<file path="src/rtl/wrf_pkt_gen.sv">
`default_nettype none
// ----------------------------------------------------------------------------
// wrf_pkt_gen : WR-fabric Ethernet frame generator, 16-bit pipelined WB source
// Revision    : 1.0
// ----------------------------------------------------------------------------
module wrf_pkt_gen #(
    parameter int g_min_len = 64,
    parameter int g_max_len = 1500
) (
    input  logic        clk_sys_i,
    input  logic        rst_n_i,
    input  logic        start_i,
    input  logic        stop_i,
    input  logic [10:0] len_i,
    input  logic [15:0] nframes_i,
    input  logic [7:0]  gap_i,
    output logic        busy_o,
    output logic [31:0] frames_sent_o,
    output logic        err_o,
    output logic        src_cyc_o,
    output logic        src_stb_o,
    output logic        src_we_o,
    output logic [1:0]  src_sel_o,
    output logic [1:0]  src_adr_o,
    output logic [15:0] src_dat_o,
    input  logic        src_ack_i,
    input  logic        src_stall_i,
    input  logic        src_err_i
);

    typedef enum logic [2:0] {
        S_IDLE  = 3'd0,
        S_HDR   = 3'd1,
        S_PAY   = 3'd2,
        S_DRAIN = 3'd3,
        S_GAP   = 3'd4
    } state_t;

    state_t      state_q;
    logic [10:0] len_q;
    logic [8:0]  qlen_q;
    logic [8:0]  rem_q;
    logic [1:0]  quart_q;
    logic [2:0]  hidx_q;
    logic [9:0]  pidx_q;
    logic [3:0]  outst_q;
    logic [3:0]  outst_d;
    logic [15:0] nframes_q;
    logic [15:0] done_q;
    logic [15:0] done_d;
    logic [7:0]  gap_q;
    logic [31:0] sent_q;
    logic        err_q;
    logic        ferr_q;
    logic        stop_q;

    logic [10:0] len_m;
    logic [10:0] len_eff;
    logic        in_frame;
    logic        cyc;
    logic        stb;
    logic        accept;
    logic        resp;
    logic        pay_last;
    logic        go_drain;
    logic        finish;
    logic        run_done;
    logic        load;
    logic [15:0] dat;

    always_comb begin
        len_m = len_i & 11'h7FC;
        if (len_m < 11'(g_min_len))
            len_eff = 11'(g_min_len);
        else if (len_m > 11'(g_max_len))
            len_eff = 11'(g_max_len);
        else
            len_eff = len_m;
    end

    assign in_frame = (state_q == S_HDR) || (state_q == S_PAY);
    assign cyc      = in_frame || (state_q == S_DRAIN);
    assign stb      = in_frame && (outst_q != 4'hF);
    assign accept   = stb && !src_stall_i;
    assign resp     = cyc && (src_ack_i || src_err_i) && (outst_q != 4'd0);

    always_comb begin
        outst_d = outst_q;
        if (accept && !resp)
            outst_d = outst_q + 4'd1;
        else if (!accept && resp)
            outst_d = outst_q - 4'd1;
    end

    assign pay_last = (state_q == S_PAY) && (pidx_q == len_q[10:1] - 10'd1);
    assign go_drain = in_frame && (src_err_i || (accept && pay_last));
    // Skip DRAIN entirely when the last response lands with the last word.
    assign finish   = (go_drain || (state_q == S_DRAIN)) && (outst_d == 4'd0);
    assign done_d   = done_q + 16'd1;
    assign run_done = (nframes_q != 16'd0) && (done_d == nframes_q);
    assign load     = ((state_q == S_IDLE) && start_i) ||
                      ((state_q == S_GAP) && (gap_q == 8'd0));

    // Payload bytes are quarter indices; the second byte rolls over mid-word
    // when only one byte of the current quarter remains.
    always_comb begin
        dat = 16'h0000;
        if (state_q == S_HDR) begin
            case (hidx_q)
                3'd0, 3'd1, 3'd2: dat = 16'hFFFF;
                3'd3:             dat = 16'h0102;
                3'd4:             dat = 16'h0304;
                3'd5:             dat = 16'h0506;
                default:          dat = {5'd0, len_q};
            endcase
        end else if (state_q == S_PAY) begin
            dat = {6'd0, quart_q, 6'd0, (rem_q == 9'd1) ? quart_q + 2'd1 : quart_q};
        end
    end

    always_ff @(posedge clk_sys_i) begin
        if (!rst_n_i) begin
            state_q   <= S_IDLE;
            len_q     <= '0;
            qlen_q    <= '0;
            rem_q     <= '0;
            quart_q   <= '0;
            hidx_q    <= '0;
            pidx_q    <= '0;
            outst_q   <= '0;
            nframes_q <= '0;
            done_q    <= '0;
            gap_q     <= '0;
            sent_q    <= '0;
            err_q     <= 1'b0;
            ferr_q    <= 1'b0;
            stop_q    <= 1'b0;
        end else begin
            outst_q <= outst_d;
            if (cyc && src_err_i) begin
                err_q  <= 1'b1;
                ferr_q <= 1'b1;
            end
            if ((state_q != S_IDLE) && stop_i)
                stop_q <= 1'b1;

            case (state_q)
                S_IDLE: begin
                    if (start_i) begin
                        nframes_q <= nframes_i;
                        done_q    <= '0;
                        err_q     <= 1'b0;
                        stop_q    <= 1'b0;
                    end
                end
                S_HDR: begin
                    if (accept) begin
                        hidx_q <= hidx_q + 3'd1;
                        if (hidx_q == 3'd6)
                            state_q <= S_PAY;
                    end
                end
                S_PAY: begin
                    if (accept) begin
                        pidx_q <= pidx_q + 10'd1;
                        if (rem_q > 9'd2) begin
                            rem_q <= rem_q - 9'd2;
                        end else begin
                            quart_q <= quart_q + 2'd1;
                            rem_q   <= (rem_q == 9'd2) ? qlen_q : qlen_q - 9'd1;
                        end
                    end
                end
                S_DRAIN: ;
                S_GAP: begin
                    if (gap_q != 8'd0)
                        gap_q <= gap_q - 8'd1;
                end
                default: state_q <= S_IDLE;
            endcase

            if (load) begin
                state_q <= S_HDR;
                len_q   <= len_eff;
                qlen_q  <= len_eff[10:2];
                rem_q   <= len_eff[10:2];
                quart_q <= '0;
                hidx_q  <= '0;
                pidx_q  <= '0;
                ferr_q  <= 1'b0;
            end
            if (go_drain)
                state_q <= S_DRAIN;
            if (finish) begin
                done_q <= done_d;
                ferr_q <= 1'b0;
                gap_q  <= gap_i;
                if (!(ferr_q || src_err_i))
                    sent_q <= sent_q + 32'd1;
                state_q <= (run_done || stop_q || stop_i) ? S_IDLE : S_GAP;
            end
        end
    end

    assign busy_o        = (state_q != S_IDLE);
    assign frames_sent_o = sent_q;
    assign err_o         = err_q;
    assign src_cyc_o     = cyc;
    assign src_stb_o     = stb;
    assign src_we_o      = cyc;
    assign src_sel_o     = 2'b11;
    assign src_adr_o     = 2'b00;
    assign src_dat_o     = dat;

endmodule
`default_nettype wire

</file>
<file path="config.mk">
export PLATFORM = sky130hd
export DESIGN_NAME = wrf_pkt_gen
export DESIGN_NICKNAME = d
export VERILOG_FILES = /design/src/rtl/wrf_pkt_gen.sv
export SDC_FILE = /design/constraint.sdc
export NUM_CORES = 1
export LEC_CHECK = 0
export CORE_ASPECT_RATIO = 1.4
export CORE_MARGIN = 8
export CORE_UTILIZATION = 50
export DETAILED_ROUTE_END_ITERATION = 6
export GPL_TIMING_DRIVEN = 0
export PLACE_DENSITY = 0.77
export SLEW_MARGIN = 20
export SYNTH_ARGS = -nofsm -noshare
export SYNTH_HDL_FRONTEND = slang
export SYNTH_SLANG_ARGS = --single-unit
</file>
<file path="constraint.sdc">
create_clock -name clk_sys_i -period 3 [get_ports clk_sys_i]
set_input_delay 0.3 -clock clk_sys_i [delete_from_list [all_inputs] [get_ports clk_sys_i]]
set_output_delay 0.3 -clock clk_sys_i [all_outputs]
set_load 0.03 [all_outputs]
</file>
**Run 1: logic cells by family**

Scale bar: 20 um.
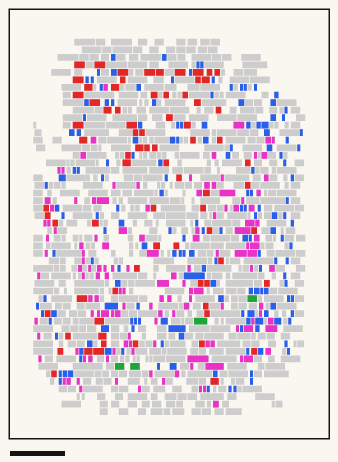
[mux cells] green | cells: 4 | most used: mux2i_1 | where: south
[and/or cells] red | cells: 75 | most used: or3_1
[nor cells] magenta | cells: 133 | most used: nor2_1
[nand cells] blue | cells: 164 | most used: nand2_1 | where: spread over the die

**Run 1: routed clock nets over the placement**

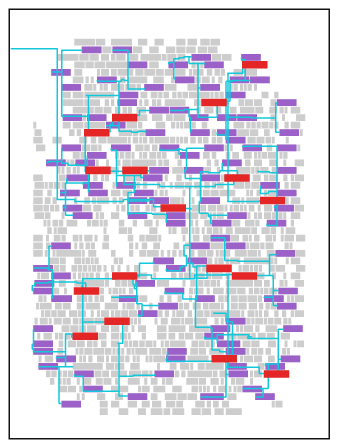
[flip-flops] purple | count: 115
[clock wires] cyan | length: 1670 um
[clock drivers] red | count: 17
routed clock nets: 18

==> impl_metrics.json, run 1 <==
{
  "dr.first_iter.drc_count": 554,
  "fin_cells": 1220,
  "tool_warnings": 34,
  "max_freq_ghz": 0.315,
  "critical_path.reg2reg.endpoint": "frames_sent_o[10]",
  "simple_gate_share_pct": 28.5,
  "net-switching-power_mw": 3.34,
  "logic_gate_count": 692,
  "worst_setup_path_end_kind": "flip-flop",
  "proportion_of_cell_area_occupied_by_multi_input_gates_pct": 49.1,
  "ys_area_um2": 6840,
  "post_synthesis_share_of_cell_area_spent_on_full_adders_half_adders_and_majority_gates_pct": 2.38,
  "post_synth_mux_area_share_pct": 0.585,
  "worstSetupPathDepth": 9,
  "synth.most_common_cell": "dfxtp_1",
  "transition_time_of_the_tightest_slew_check_pin_ns": 1.02,
  "dieWidth_um": 115,
  "worst_slack_ns": -0.175,
  "timing_worst_setup_path_type": "flip-flop to flip-flop",
  "drv_cap": 0,
  "static-leakage-power_nw": 3.44,
  "yosys.cell_types.count": 69,
  "cp_slowest_stage_delay_ns": 0.55,
  "synth_seq_share_pct": 33.6,
  "cp_cell_sequence": "or4_4, o311a_1, a2111oi_2, o211ai_1, o21ai_2, nand4_4, buf_6, or4_4, a21oi_2",
  "worst_case_hold_slack_ns": 0.422,
  "syn_avg_cell_area_um2": 7.69,
  "syn-instance-count": 890,
  "grt_setup_unrepaired": "true",
  "maximum_clock_skew_at_final_layout_ns": 0.00731,
  "synthesis.yosys.warnings": 0,
  "post-cts-setup-buffer-count": 11,
  "number_of_ports_placed_on_the_die_boundary": 99,
  "worst_hold_path_type": "primary input to flip-flop",
  "non_clock_inverter_count": 28,
  "place.gp.congestion": 0.942,
  "dp_worst_slack_ns": -0.749,
  "yosys.area_share.aoi_pct": 21.6,
  "clock_tree_area_fraction_pct": 6.73,
  "reg2reg_slack_ns": -0.17,
  "drt.antenna.violating_nets": 0,
  "grt_pass1_vias": 6951,
  "core_util_floorplan_pct": 51.1,
  "power.sequential.total_mw": 2.03,
  "synthDominantAreaCellType": "dfxtp_1",
  "post-route-min-period_ns": 3.17,
  "worst_hold_startpoint": "nframes_i[14]",
  "clock_insertion_delay_worst_skew_ns": 0.42,
  "drc": 0,
  "outcome": "finished, violations left",
  "setup_viol": 46,
  "std_cell_rows": 50,
  "initial_antenna_violation_count": 1,
  "min_path_cells": 3,
  "wire_per_inst_um": 18.2,
  "nWellTaps": 182,
  "critical_path.slowest_cell": "or4_4",
  "placed_cell_area_um2": 8010,
  "power_frac_clock_pct": 27.1,
  "netlist_top_cells_count": "dfxtp_1, nand2_1, a21oi_1, nor2_1, o21ai_0",
  "topCellsByArea": "dfxtp_1, a21oi_1, nand2_1, xnor2_1, nor2_1",
  "finalInstanceArea_um2": 9480,
  "final_layout_top_logic_cell": "dfxtp_1",
  "power_share_of_the_sequential_group_pct": 24.7,
  "crit_required_ns": 3.36,
  "hold_end": "nframes_q[14]",
  "arrival_ns": 3.53,
  "cpLargestDelayFamily": "simple AND/OR/NAND/NOR gates",
  "clkTransAtPathRegs_ns": 0.06,
  "rr_worst_depth": 9,
  "power.internal_mw": 4.90,
  "pwr.group.combinational_mw": 3.98,
  "maxPowerGroup": "combinational logic",
  "global_route.overflow_total": 0,
  "non_clock_buffer_area_fraction_after_layout_pct": 16.1,
  "vias_after_detailed_routing": 7310,
  "violations_in_the_final_reports": "setup timing",
  "ys_cells": 890,
  "layout_top_cells": "dfxtp_1, nand2_1, clkdlybuf4s50_1, a21oi_1, nor2_1",
  "buffers_excl_clock": 172
}
**Run 1: zoomed window**

Scale bar: 10 um. Window x 45 to 70, y 34 to 59 um. Cells in grey, sequential cells in the stronger grey; small squares are vias.
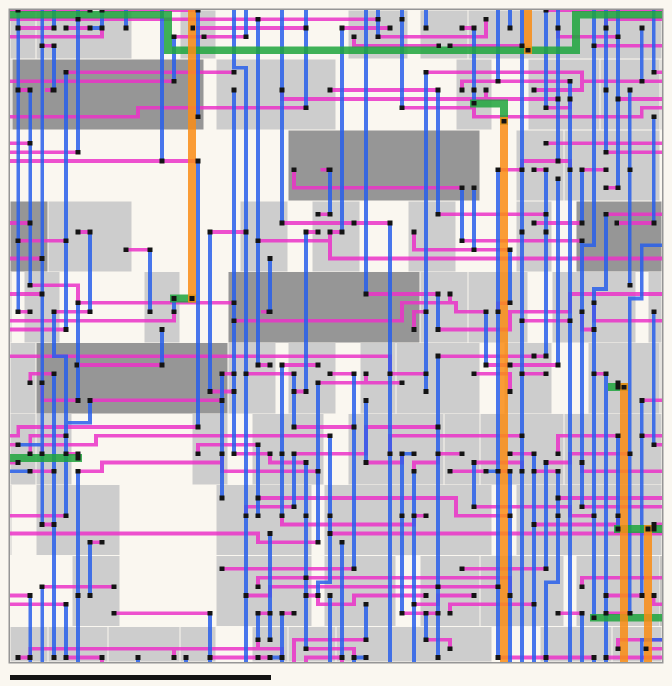
[metal 2] blue
[metal 3] green
[metal 4] orange
[metal 1] magenta
most frequent: nor2_1 (6)
cells with their middle in the window: 58
sequential cells in the window: 4
netlist names of flops here include: `state_q` (2)

**Run 1: placement view**

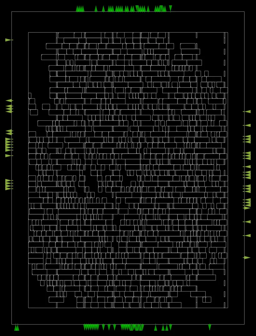
Util after Layout: 70.8%
fraction of area in registers: 24.4%
count of fill cells added during filler insertion: 1072
final sequential cell count: 115

run 1: flip-flops by register name, summed over array words and instances, names as in the netlist:
register,flops
nframes_q,16
err_o,1
ferr_q,1
state_q,3
len_q,9
stop_q,1
hidx_q,3
gap_q,8
done_q,16
quart_q,2
frames_sent_o,32
rem_q,9
outst_q,4
pidx_q,10
run 1: stage by stage:
step / util (%) / setup TNS (ns) / total power, mW
floorplan: - / 0 / 4.38
global placement: 59.8 / -25.26 / 5.39
detailed placement: 59.8 / -27.34 / 5.43
CTS: 66.4 / -1.94 / 7.90
global route: 70.8 / -11.66 / 8.67
finish: 70.8 / -4.12 / 8.24
run 1: layer usage:
metal,share of wire (%),global-route usage (%),up-vias
met5,0,0,-
met4,3.8,12.6,0
met3,5.5,5.26,67
met2,52,42.3,244
met1,39,26.3,3493
li1,-,-,3506
--- run 2 (diff from run 1) ---
PLACE_DENSITY = 0.86   (was 0.77)
SKIP_CTS_REPAIR_TIMING = 1   (was not set)
**Run 2: routed clock nets over the placement**

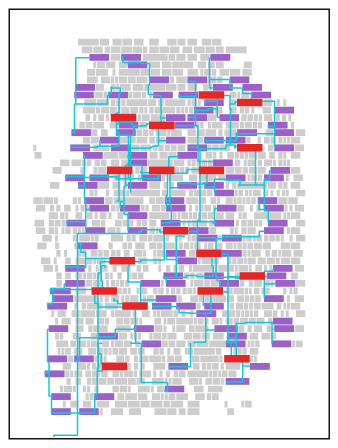
[clock drivers] red | count: 17
[clock wires] cyan | length: 1700 um
[flip-flops] purple | count: 115
routed clock nets: 18

**Run 2: routed metal per tile**

23 x 31 tiles, from black (low) to pale yellow (high), scaled to the fullest tile. Values are wire area over tile area, all layers added.
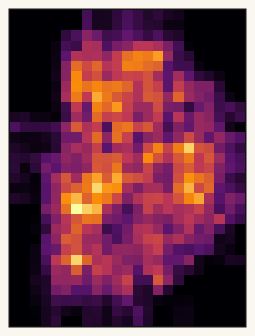
fullest tile: 0.84
mean over tiles: 0.23
emptiest ninth of the die: south-east

**Run 2: placement view**

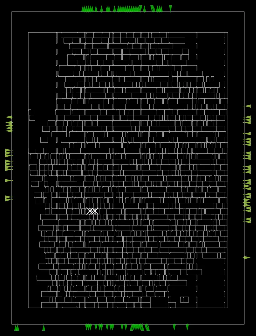
fraction of area in registers: 24.5%
number of placement rows: 50

==> run 2 against run 1 <==
The flow finishes with violations (DRC, setup timing); sequential share of layout area hardly changed; final cell count is 0.16% lower; die size is the same; critical path type unchanged.
==> impl_metrics.json, run 2 <==
{
  "outcome": "finished, violations left",
  "hold_end": "nframes_q[2]",
  "syn_avg_cell_area_um2": 7.69,
  "pwr.group.combinational_mw": 4.01,
  "met1Wirelength_um": 8660,
  "crit_required_ns": 3.34,
  "worst_case_hold_slack_ns": 0.429,
  "totalNegativeSetupSlack_ns": -5.07,
  "final_util_pct": 70.6,
  "layout_top_cells": "dfxtp_1, nand2_1, clkdlybuf4s50_1, a21oi_1, nor2_1",
  "wire_per_inst_um": 19.7,
  "power.sequential.total_mw": 2.05,
  "grt_most_used_layer": "met2",
  "timing_worst_setup_path_type": "flip-flop to flip-flop",
  "rr_worst_depth": 11,
  "detailroute.wirelength.met3_um": 1900,
  "transition_time_of_the_tightest_slew_check_pin_ns": 1.09,
  "global_route.overflow_total": 0,
  "maxPowerGroup": "combinational logic",
  "dr.first_iter.drc_count": 833,
  "clkTransAtPathRegs_ns": 0.06,
  "place.gp.congestion": 0.958,
  "drc": 16,
  "power_share_of_the_sequential_group_pct": 25.1,
  "grt_setup_unrepaired": "true",
  "drv_cap": 0,
  "design_power_total_mw": 8.18,
  "netlist_top_cells_count": "dfxtp_1, nand2_1, a21oi_1, nor2_1, o21ai_0",
  "largest_register_ff_count": 32,
  "core_util_floorplan_pct": 51.1,
  "critical_path.slowest_cell": "or4_4",
  "dp_worst_slack_ns": -0.722,
  "worst_hold_path_type": "primary input to flip-flop",
  "final_layout_top_logic_cell": "dfxtp_1",
  "initial_antenna_violation_count": 0,
  "dr_wl_met2_um": 12100,
  "simple_gate_share_pct": 28.5,
  "violations_in_the_final_reports": "DRC, setup timing",
  "synth.most_common_cell": "dfxtp_1",
  "yosys.cell_types.count": 69,
  "number_of_ports_placed_on_the_die_boundary": 99,
  "highest-signal-layer": "met4",
  "global_route.usage.met3_pct": 5.07,
  "maximum_clock_skew_at_final_layout_ns": 0.00943,
  "worst_hold_startpoint": "nframes_i[2]",
  "synthDominantAreaCellType": "dfxtp_1",
  "post_synthesis_share_of_cell_area_spent_on_full_adders_half_adders_and_majority_gates_pct": 2.38,
  "grt_pass1_vias": 7008,
  "placed_cell_area_um2": 8010,
  "vias_after_detailed_routing": 7720,
  "critical_path.reg2reg.endpoint": "frames_sent_o[5]",
  "worst_slack_ns": -0.282,
  "setup_viol": 32,
  "power_frac_clock_pct": 25.9,
  "syn-instance-count": 890,
  "finalInstanceArea_um2": 9460,
  "post_synth_mux_area_share_pct": 0.585,
  "fin_cells": 1218,
  "worst_setup_path_end_kind": "flip-flop",
  "tool_warnings": 33,
  "reg2reg_slack_ns": -0.28,
  "ys_area_um2": 6840,
  "dieWidth_um": 115,
  "post-route-min-period_ns": 3.28,
  "topCellsByArea": "dfxtp_1, a21oi_1, nand2_1, xnor2_1, nor2_1"
}
[run 2: cell count changes in the layout (fill, tap and decap cells not counted), moves of 6 or more]
cell | before | now
dlymetal6s2s_1 | 4 | 13
o21ai_0 | 45 | 33
or3_1 | 23 | 17
o21ai_2 | 2 | 10
or3_4 | 1 | 7
dlygate4sd2_1 | 8 | 0
[run 2: critical path: cells and delay by family, from the launching register on]
kind,cells,cell delay [ns]
buffers and inverters,3,0.47
AOI/OAI and AO/OA,5,1.26
and+or+nand+nor,3,1.15
DFF,1,0.31
[run 2: cell type report]
class	count	area [um2]	share of cell area, %
clock inverter	15	179	1.89
tap	182	228	2.41
sequential	115	2310	24.5
multi-input combinational	692	4680	49.5
timing repair buffer	117	1200	12.6
inverter	28	108	1.14
buffer	52	327	3.45
clock buffer	17	425	4.50
Power figures rest on the tool's default switching activity, not on a simulated workload.
